Run 1, routed clock nets over the placement:
(4 px per um)
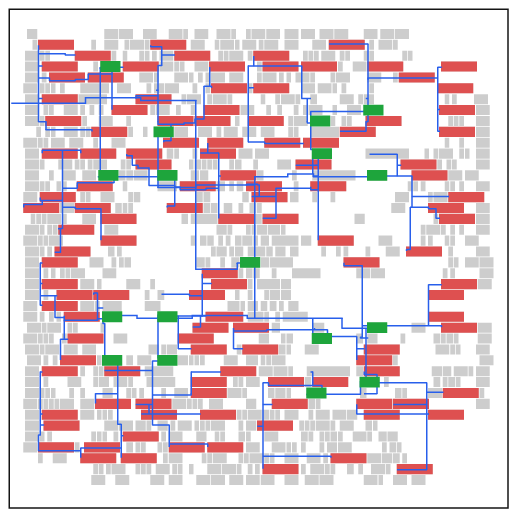
Run 1, track usage over the die:
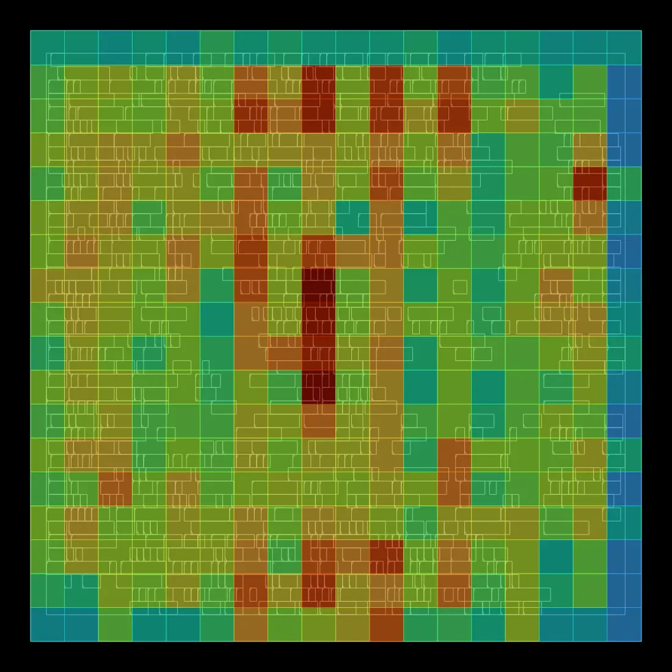
Run 1, metal 4:
(3 px per um)
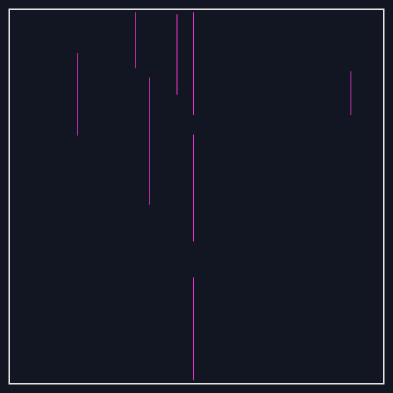
==> config.mk <==
export PLATFORM = sky130hd
export DESIGN_NAME = multdiv_issue_ctrl
export DESIGN_NICKNAME = d
export VERILOG_FILES = /design/src/rtl/multdiv_pkg.sv /design/src/rtl/md_watchdog.sv /design/src/rtl/multdiv_issue_ctrl.sv
export SDC_FILE = /design/constraint.sdc
export NUM_CORES = 1
export LEC_CHECK = 0
export ABC_AREA = 1
export CAP_MARGIN = 20
export CORE_MARGIN = 3
export CORE_UTILIZATION = 35
export CTS_BUF_LIST = sky130_fd_sc_hd__clkbuf_4 sky130_fd_sc_hd__clkbuf_8
export DETAILED_ROUTE_END_ITERATION = 7
export PLACE_DENSITY = 0.82
export SYNTH_ARGS = -nofsm -noshare
export SYNTH_HDL_FRONTEND = slang
export SYNTH_SLANG_ARGS = --single-unit
==> constraint.sdc <==
create_clock -name clock -period 1.72 [get_ports clock]
set_input_delay 0.258 -clock clock [delete_from_list [all_inputs] [get_ports clock]]
set_output_delay 0.258 -clock clock [all_outputs]
set_load 0.01 [all_outputs]
==> impl_metrics.toml, run 1 <==
# flow metrics
[timing]
slew_headroom_pct = 74.8
fin_ws_ns = 0.0879
min_period_over_period_pct = 94.9
report.final.setup_viol = 0
post_route_setup_tns_ns = 0
max_clk_rate_mhz = 613
final-hold-violation-count = 0
final_max_slew_viol_count = 0
setup_repair_after_global_routing_missed_its_margin = "true"

[clocking]
cts_tree = "done"
cts-root-buf = "sky130_fd_sc_hd__clkbuf_8"
insertion_delay_ns = 0.43
number_of_h_tree_branching_levels = 4
worst_setup_hold_path_clk_slew_ns = 0.07
clock_path_buffers = 2
numCtsBuffers = 17

[synthesis]
xor_area_share_pct = 0.179
synthSimpleGateAreaFrac_pct = 28.4
mappedNetlistNets = 680
synth.cellmix.adderShare_pct = 0.255
ys_chip_area_um2 = 4900
synth_sequential_area_ratio_pct = 61.3
post_synthesis_share_of_cell_area_spent_on_and_or_and_or_and_gates_pct = 4.75
ys_seq_elements = 120
syn_area_per_cell_um2 = 8.59
synth.logic.top_family = "simple AND/OR/NAND/NOR gates"
gate_count_of_the_mapped_netlist = 570

[place]
place_area_um2 = 7540
total_of_buffers_placed_on_input_and_output_ports = 221
dpl.cell_count = 977
dp_worst_setup_slack_ns = -0.218

[cells_and_area]
drive_above_1_share_pct = 9.60
num-fill-cells = 1208
fin_cells = 1009
finish.instance_area_um2 = 7970
num-nets-final = 931
combined_flip_flop_and_latch_cell_area_um2 = 3000
lay_top_count = "sky130_fd_sc_hd__nand2_1"
lay_top_cells = "sky130_fd_sc_hd__nand2_1, sky130_fd_sc_hd__clkdlybuf4s50_1, sky130_fd_sc_hd__dfrtp_1, sky130_fd_sc_hd__inv_1, sky130_fd_sc_hd__buf_4"
syn_to_layout_area_delta_pct = 62.8
antennaDiodeCount = 0

[power_and_ir_drop]
p_per_area_nw_per_um2 = 1690
p_leak_nw = 3.91
worst_ir_drop_vdd_mv = 1.03
fin_total_pwr_w = 0.0135

[floorplanning]
num_io_pins = 222
placeableCoreArea_um2 = 13500
design.die.area_um2 = 15500
floorplanUtilization_pct = 36.4
fp-row-count = 42
die_w_um = 124

[setup_path]
cp_cell_sequence = "clkdlybuf4s50_1"
cp_slowest_stage_delay_ns = 0.60
timing.setup.critical_path_class = "register to primary output"
worst-r2r-cell-count = 9
timing.critical_path.arrival_ns = 1.37
timing.critical_path.required_ns = 1.46

[outcome]
status = "completed"

[run]
log.warning_count = 28

[worst_hold_path]
hold_path.class = "input pin to register"

[grt]
first_pass_grt_wire_length_um = 23000
first_global_vias = 4575
grt_start_max_net_pins = 66

[routing]
drtPass1Iterations = 4
## Picture notes: 'routed clock nets over the placement'
- red: flip-flops (count 120)
- blue: clock wires (length 1530 um)
- green: clock-net drivers (count 17)
- routed clock nets: 18
- flops lie: spread over the die
Power Clock: 0.00263 W
final clock skew: 0.0115 ns
power share of the clock group: 19.5%

## Picture notes: 'track usage over the die'
final routed wire length divided by cell count: 13.8 um
GR met3 Demand/Resource: 7.42%
met1 demand-to-capacity share in global routing: 21.9%
Total Routing Usage GR: 18.4%

## Picture notes: 'metal 4'
- wire length on this layer: 232 um
- nets with wire on the layer: 7
- share of all routed wire: 1.7%
- longest straight run: 42.2 um
routed wire length: 13900 um
via count: 4522

run 1: repair_timing:
item | 4_1_cts | 5_1_grt
endpoints found under the setup margin | 2 | 40
gates resized | 3 | 5
setup buffers | 0 | 0
hold buffers | 1 | 0
endpoints found under the hold margin | 120 | 0
pin swaps | 0 | 1
run 1: where the power goes:
| part | switching [W] | internal [W] |
|---|---|---|
| clock network | 0.00107 | 0.00156 |
| logic | 0.00294 | 0.00316 |
| registers | 0.000691 | 0.00406 |
run 1: per-layer routing:
layer / up-vias / part of all wire [%] / GRT usage (%)
met5: - / 0 / 0
met4: 0 / 1.7 / 5.35
met3: 18 / 7.4 / 7.42
met2: 147 / 50 / 30.9
met1: 2099 / 41 / 21.9
li1: 2258 / - / -
run 1: cells in the mapped netlist (all sizes together):
| cell type | number | share of area (%) |
|---|---|---|
| nand2 | 298 | 23 |
| dfrtp | 120 | 61 |
| inv | 35 | 2.7 |
| o21ai | 30 | 3.1 |
| nor2 | 25 | 2.0 |
| clkbuf | 13 | 1.0 |
| a21oi | 11 | 1.4 |
| nand4 | 10 | 1.3 |
| buf | 9 | 1.4 |
| nand3 | 9 | 1.2 |
| nor3 | 3 | 0.54 |
| a31o | 1 | 0.18 |
| and2 | 1 | 0.13 |
| ha | 1 | 0.26 |
| nand3b | 1 | 0.15 |
| nor3b | 1 | 0.26 |
| o31ai | 1 | 0.15 |
| xor2 | 1 | 0.18 |
run 1: cell type report:
| class | count | share of cell area [%] |
|---|---|---|
| clock buffers | 23 | 3.66 |
| clock inverters | 8 | 1.52 |
| inverters | 35 | 1.65 |
| multi-input cells | 393 | 21.0 |
| flip-flops and latches | 120 | 37.7 |
| well taps | 176 | 2.76 |
| repair buffers | 254 | 31.8 |
Run 1, floorplan with the power grid:
(4 px per um) Pins as bars on the die edge.
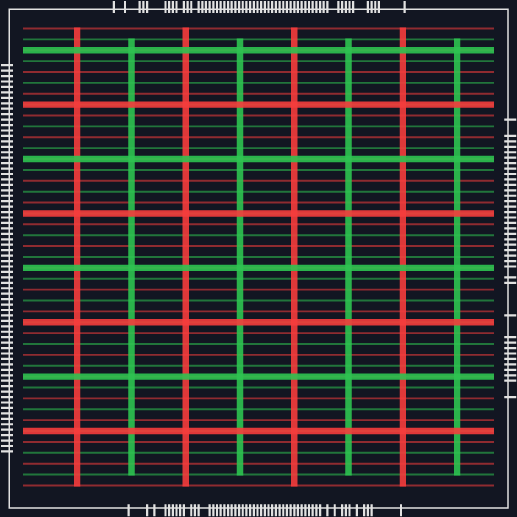

==> run 1 -> run 2 <==
- CORE_UTILIZATION: 35 -> 41
- DONT_BUFFER_PORTS: not set -> 1
- PLACE_DENSITY: 0.82 -> 0.67
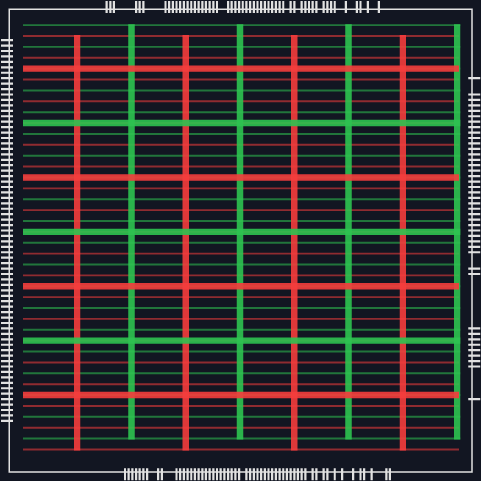
Run 2: floorplan with the power grid
(4 px per um) Pins as bars on the die edge.
- red: VSS
- green: VDD
- signal pins: 222
- met1 rails: 40
placeable core area: 11600 um^2
die outline width: 115 um
IR Drop Worst-Case VDD: 1.04 mV
Die Height: 115 um

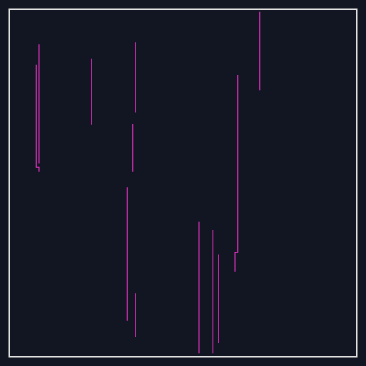
Run 2: metal 4
(3 px per um)
- main direction: vertical
- longest straight run: 59.0 um
via count: 4183
routed wire length: 13200 um

==> run 2 against run 1 <==
Against the previous run:
- the flow now finishes with violations (negative hold slack)
- clock power hardly changed
- first-iteration DRC count up 11%
- synthesized cell count unchanged
- global-route usage increased by 2.0 points
- core utilization decreased by 2.7 points
- clock-buffer cell count decreased by 5
- combinational power shrank 54%
- die area fell by 14%
- non-clock buffer count fell by 140
- synthesized area did not move
- via count is 7.5% lower
- critical path type is now register to register
- critical endpoint is now wb_result[14]
- largest power group is now sequential cells
==> impl_metrics.toml, run 2 <==
# flow metrics
[outcome]
status = "finished, violations left"
failing_checks = "negative hold slack"

[cells_and_area]
fin_cells = 837
num-nets-final = 791
lay_top_count = "sky130_fd_sc_hd__nand2_1"
antennaDiodeCount = 0
drive_above_1_share_pct = 9.08
syn_to_layout_area_delta_pct = 33.6
num-fill-cells = 947
lay_top_cells = "sky130_fd_sc_hd__nand2_1, sky130_fd_sc_hd__dfrtp_1, sky130_fd_sc_hd__dlygate4sd3_1, sky130_fd_sc_hd__inv_1, sky130_fd_sc_hd__o21ai_0"

[synthesis]
async_reset_ff_share_pct = 100
synth.logic.top_family = "simple AND/OR/NAND/NOR gates"
ys_chip_area_um2 = 4900
ys_sh_mux_pct = 0
mappedNetlistNets = 680
post_synth_instance_area_um2 = 4900
synthSimpleGateAreaFrac_pct = 28.4
syn_area_per_cell_um2 = 8.59
synth_sequential_area_ratio_pct = 61.3
synth.cellmix.adderShare_pct = 0.255
top_cell_area_share_pct = 61.3
synth_cell_type_count = 27
edf_count = 0
top_area_cell = "sky130_fd_sc_hd__dfrtp_1"
dominantRegCellSynth = "sky130_fd_sc_hd__dfrtp_1"
ys_seq_elements = 120
synth_stat.cells = 570
most_common_cell = "sky130_fd_sc_hd__nand2_1"
gate_count_of_the_mapped_netlist = 570
xor_area_share_pct = 0.179
yosys_warnings = 0
post_synthesis_share_of_cell_area_spent_on_and_or_and_or_and_gates_pct = 4.75
post_synth_main_area_contributors = "sky130_fd_sc_hd__dfrtp_1, sky130_fd_sc_hd__nand2_1, sky130_fd_sc_hd__o21ai_0"
synth.cells.most_frequent = "sky130_fd_sc_hd__nand2_1, sky130_fd_sc_hd__dfrtp_1, sky130_fd_sc_hd__inv_1"

[setup_path]
timing.critical_path.required_ns = 2.04
cp.buffers_inverters = 2
slowest_stage = "sky130_fd_sc_hd__dfrtp_2"
regToRegSetupSlack_ns = 0.12
cp_slowest_stage_delay_ns = 0.46
timing.critical_path.arrival_ns = 1.92
critical-path-top-delay-family = "simple AND/OR/NAND/NOR gates"
critical_path_peak_fanout = 20
path_depth = 9
timing.setup.critical_path_class = "register to register"
cp_cell_sequence = "inv_2 -> nand2_2 -> nor3_4 -> nand2_2 -> a21oi_4 -> nand3_4 -> buf_6 -> nand2_1 -> nand2_1"
start_kind = "register"
end_kind = "register"
worst-r2r-cell-count = 9

[timing]
clock-skew-final_ns = 0.00955
min_period_over_period_pct = 93.0
finalHoldWorstSlack_ns = -0.481
period_needed_ns = 1.60
max_clk_rate_mhz = 625
report.final.setup_viol = 0
fin_ws_ns = 0.120
slew_headroom_pct = 76.6
final-hold-violation-count = 120
worst-slew-pin-transition_ns = 0.348
final_max_slew_viol_count = 0

[run]
log.warning_count = 30
max-cap-violations = 0

[clocking]
clock_path_buffers = 2
numCtsBuffers = 17
insertion_delay_ns = 0.43
cts-root-buf = "sky130_fd_sc_hd__clkbuf_8"
cts.sink_count = 120
cts-hold-fix-buffers = 101
number_of_h_tree_branching_levels = 4
worst_setup_hold_path_clk_slew_ns = 0.07
cts_tree = "done"

[routing]
detail_route.vias_per_cell = 5.00
routedWlPerCell_um = 15.8
post-route-drc-count = 0
drt_iter0_markers = 223
drtPass1Iterations = 4
antenna_violating_nets_post_route = 0

[worst_hold_path]
hold_path.class = "input pin to asynchronous set/reset pin"

[power_and_ir_drop]
p_per_area_nw_per_um2 = 1690
p_leak_nw = 3.37

[place]
place.detailed.hpwl_um = 8380
globalplace.congestion = 0.819
total_of_buffers_placed_on_input_and_output_ports = 0
dp_worst_setup_slack_ns = 0.0510
dpl.cell_count = 703

[grt]
first_pass_grt_wire_length_um = 20700
grt_start_max_net_pins = 121
groute.usage.overall_pct = 20.4
initial_antenna_violation_count = 0
globalRouteOverflowTotal = 0
first_global_vias = 4207

[floorplanning]
floorplanUtilization_pct = 42.4
num_io_pins = 222
design.die.area_um2 = 13300
fp-row-count = 39
[run 2: repair_timing]
item,in CTS,in global routing
gates resized,0,10
endpoints found under the hold margin,222,120
buffers inserted,0,1
setup endpoints to repair,0,45
[run 2: area by class of cell]
| type | instances | area, um^2 | area share [%] |
|---|---|---|---|
| sequential | 120 | 3000 | 45.9 |
| inverter | 35 | 131 | 2.01 |
| timing repair buffer | 114 | 1140 | 17.4 |
| clock buffer | 18 | 248 | 3.78 |
| clock inverter | 14 | 173 | 2.64 |
| multi-input combinational | 393 | 1670 | 25.5 |
| tap | 143 | 179 | 2.73 |
[run 2: report_power, final]
part	leakage [nW]	switching, W	internal [W]	total [W]
logic	1.62	0.00169	0.00110	0.00279
registers	1.54	0.00156	0.00406	0.00562
clock network	0.210	0.00115	0.00148	0.00264
total	3.37	0.00441	0.00664	0.0110
[run 2: cells by family after synthesis]
logic type / count (synthesis)
compound gates: 43
xor+xnor: 1
fa+ha+maj: 1
buf+inv: 57
flops: 120
simple gates: 348
[run 2: routing by layer]
layer  vias to the layer above  part of all wire [%]  track usage, %
met3                        29                   9.1            8.68
met4                         0                   3.0            9.23
met1                      1988                    38            23.0
li1                       1979                     -               -
met5                         -                     0               0
met2                       187                    50            33.7
[run 2: metrics by stage]
stage          power [W]  utilization [%]  hold slack [ns]  instance area, um^2  TNS, ns
2_1_floorplan    0.00732                -          -0.0376                 4900        0
3_3_place_gp     0.00806             44.0          -0.0347                 5090        0
3_5_place_dp     0.00820             44.0          -0.0351                 5090        0
4_1_cts           0.0111             56.4           -0.520                 6520        0
5_1_grt           0.0119             56.6           -0.534                 6550   -0.418
6_report          0.0110             56.6           -0.481                 6550        0
Power figures rest on the tool's default switching activity, not on a simulated workload.
